[src/rtl/seq_taillight_ctrl_if.sv]
// rtl/seq_taillight_ctrl_if.sv - request inputs and lamp outputs of the taillight controller
interface seq_taillight_ctrl_if #(
  parameter int N_LEDS = 3
);
  logic              left_req;
  logic              right_req;
  logic              hazard_req;
  logic              brake;
  logic [N_LEDS-1:0] led_left;
  logic [N_LEDS-1:0] led_right;
  logic              active;

  modport master (
    output left_req, right_req, hazard_req, brake,
    input  led_left, led_right, active
  );

  modport slave (
    input  left_req, right_req, hazard_req, brake,
    output led_left, led_right, active
  );
endinterface

[src/rtl/seq_taillight_ctrl.sv]
// rtl/seq_taillight_ctrl.sv - two-side sequential taillight controller with hazard and brake overlay
module seq_taillight_ctrl #(
  parameter int N_LEDS   = 3,
  parameter int TICK_DIV = 12500000
) (
  input logic             in_clock,
  input logic             reset,
  seq_taillight_ctrl_if.slave lamp
);
  localparam int PW = (TICK_DIV > 1) ? $clog2(TICK_DIV) : 1;
  localparam int CW = $clog2(N_LEDS + 1);
  localparam logic [PW-1:0] PS_LAST  = PW'(TICK_DIV - 1);
  localparam logic [CW-1:0] CNT_LAST = CW'(N_LEDS);
  localparam logic [CW-1:0] CNT_ONE  = CW'(1);

  typedef enum logic [1:0] {IDLE, LEFT, RIGHT, HAZARD} mode_t;

  logic [PW-1:0]     prescaler;
  logic              tick;
  mode_t             mode, mode_nxt, req_mode;
  logic [CW-1:0]     count, count_nxt;
  logic [N_LEDS-1:0] seq, brake_mask, left_d, right_d;
  logic              active_d;

  assign tick = (prescaler == PS_LAST);

  always_ff @(posedge in_clock or posedge reset) begin
    if (reset) begin
      prescaler      <= '0;
      mode           <= IDLE;
      count          <= '0;
      lamp.led_left  <= '0;
      lamp.led_right <= '0;
      lamp.active    <= 1'b0;
    end else begin
      prescaler      <= tick ? '0 : prescaler + PW'(1);
      mode           <= mode_nxt;
      count          <= count_nxt;
      lamp.led_left  <= left_d;
      lamp.led_right <= right_d;
      lamp.active    <= active_d;
    end
  end

  // Requests are only sampled at a sequence boundary so a started sweep always completes.
  always_comb begin
    req_mode  = IDLE;
    if (lamp.hazard_req || (lamp.left_req && lamp.right_req)) req_mode = HAZARD;
    else if (lamp.left_req)                                   req_mode = LEFT;
    else if (lamp.right_req)                                  req_mode = RIGHT;

    mode_nxt  = mode;
    count_nxt = count;
    if (tick) begin
      if (count == '0) begin
        mode_nxt  = req_mode;
        count_nxt = (req_mode != IDLE) ? CNT_ONE : '0;
      end else begin
        count_nxt = (count == CNT_LAST) ? '0 : count + CNT_ONE;
      end
    end
  end

  // Outputs follow next-state mode/count so lamps change on the same edge as the count.
  always_comb begin
    seq        = ~({N_LEDS{1'b1}} << count_nxt);
    brake_mask = {N_LEDS{lamp.brake}};
    active_d   = (mode_nxt != IDLE);
    left_d     = brake_mask;
    right_d    = brake_mask;
    case (mode_nxt)
      LEFT:    left_d  = seq;
      RIGHT:   right_d = seq;
      HAZARD: begin
        left_d  = seq;
        right_d = seq;
      end
      default: ;
    endcase
  end
endmodule

[src/flat_wrapper.sv]
// flat-port wrapper written by rule: the top's interface ports become plain ports
module seq_taillight_ctrl_flat 
#(
  parameter int N_LEDS   = 3,
  parameter int TICK_DIV = 12500000
)
  (in_clock, reset, lamp_left_req, lamp_right_req, lamp_hazard_req, lamp_brake, lamp_led_left, lamp_led_right, lamp_active);
  seq_taillight_ctrl_if #(.N_LEDS(N_LEDS)) lamp_i ();
  input logic in_clock;
  input logic reset;
  input wire logic [$bits(lamp_i.left_req)-1:0] lamp_left_req;
  input wire logic [$bits(lamp_i.right_req)-1:0] lamp_right_req;
  input wire logic [$bits(lamp_i.hazard_req)-1:0] lamp_hazard_req;
  input wire logic [$bits(lamp_i.brake)-1:0] lamp_brake;
  output wire logic [$bits(lamp_i.led_left)-1:0] lamp_led_left;
  output wire logic [$bits(lamp_i.led_right)-1:0] lamp_led_right;
  output wire logic [$bits(lamp_i.active)-1:0] lamp_active;
  assign lamp_i.left_req = lamp_left_req;
  assign lamp_i.right_req = lamp_right_req;
  assign lamp_i.hazard_req = lamp_hazard_req;
  assign lamp_i.brake = lamp_brake;
  assign lamp_led_left = lamp_i.led_left;
  assign lamp_led_right = lamp_i.led_right;
  assign lamp_active = lamp_i.active;
  seq_taillight_ctrl #(.N_LEDS(N_LEDS), .TICK_DIV(TICK_DIV)) u_core (.in_clock(in_clock), .reset(reset), .lamp(lamp_i));
endmodule
[config.mk]
export PLATFORM = sky130hd
export DESIGN_NAME = seq_taillight_ctrl_flat
export DESIGN_NICKNAME = d
export VERILOG_FILES = /design/src/rtl/seq_taillight_ctrl_if.sv /design/src/rtl/seq_taillight_ctrl.sv /design/src/flat_wrapper.sv
export SDC_FILE = /design/constraint.sdc
export NUM_CORES = 1
export LEC_CHECK = 0
export CORE_UTILIZATION = 50
export CTS_CLUSTER_DIAMETER = 80
export DETAILED_ROUTE_END_ITERATION = 10
export PLACE_DENSITY = 0.77
export SETUP_SLACK_MARGIN = 0.2
export SKIP_LAST_GASP = 1
export SYNTH_ARGS = -nofsm -noshare
export SYNTH_HDL_FRONTEND = slang
export SYNTH_SLANG_ARGS = --single-unit
[constraint.sdc]
create_clock -name in_clock -period 3 [get_ports in_clock]
set_clock_uncertainty 0.05 [all_clocks]
set_input_delay 0.3 -clock in_clock [delete_from_list [all_inputs] [get_ports in_clock]]
set_output_delay 0.3 -clock in_clock [all_outputs]
set_load 0.02 [all_outputs]
Fig. 1: the metal 1 layer
Supply wires on this layer in gray. Cells faint in the background.
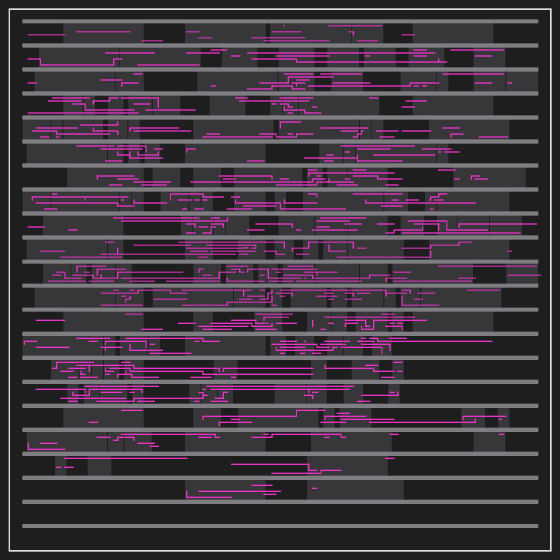
longest straight run: 21.2 um
share of all routed wire: 47%

Fig. 2: nets reached from selected ports
Bar = 20 um.
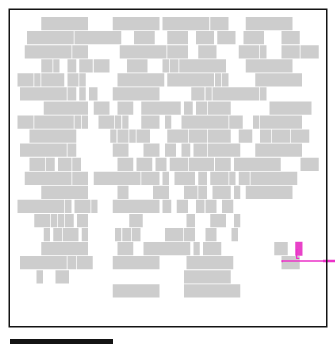
| port | color | bits | direction | edge | end cells | buffers | wire |
|---|---|---|---|---|---|---|---|
| reset | magenta | 1 | input | right | 1 | 1 | 10.6 um |

==> impl_metrics.yaml <==
# physical design summary
final_timing:
  whs_ps: 301
  rsz0062_at_grt: "no"
  fin_tns_setup_ps: 0
  fin_crit_ps: 2190
  fmaxAchievable_ghz: 0.456
power_and_ir_drop:
  ir_drop_uv: 310
  p_switching_mw: 0.182
  comb_cell_power_mw: 0.0408
  power_leader: "sequential cells"
  powerDensity_nw_per_um2: 436
  p_leak_nw: 0.852
floorplanning:
  core_um2: 3340
  die_x_um: 61.1
critical_path:
  r2r_start: "u_core.prescaler[5]"
  cp.depth: 5
  path_cells: "nor4b_1, nand4_1, nor2_4, o21ai_0, mux2_2"
  endpoint: "u_core.lamp.led_right[1]"
  required_ps: 3190
  timing.rr.end: "u_core.lamp.led_right[1]"
final_layout:
  fill_cells: 290
  stdcell_count: 218
  reg.largest.list: "u_core.prescaler (24), u_core.lamp.led_left (3), u_core.lamp.led_right (3)"
  post-route-util: 0.600
  buf_share: 0.0637
placement:
  io_buffers: 12
  place.gp.congestion: 0.820
detailed_routing:
  wire_per_inst_um: 14.7
  first_pass_iters: 4
  dr_wl_met3_um: 99
  wl_met2_um: 1570
synth:
  synth_seq_share: 0.501
  synth_top_area_share: 0.501
  synth-compound-area-share: 0.0358
  syn_inst: 153
  yosys_warnings: 0
  fp_nets: 162
  synthArstFlopShare: 1.00
flow_run:
  maxCapViolCount: 0
global_routing:
  gr-usage-met2: 0.307
  grt_pass1_wl_um: 5260
run_status:
  status: "finished, final reports clean"
clock_tree:
  cts-root-buf: "clkbuf_4"
  clock.latency.late_pin_ps: 340
Fig. 3: metal 2
Cells faint in the background.
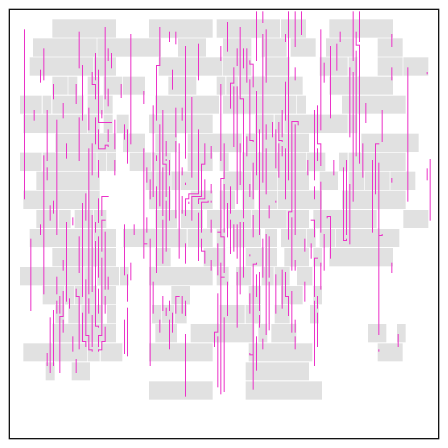
main direction: vertical
longest straight run: 24.5 um
nets with wire on the layer: 163
share of all routed wire: 49%

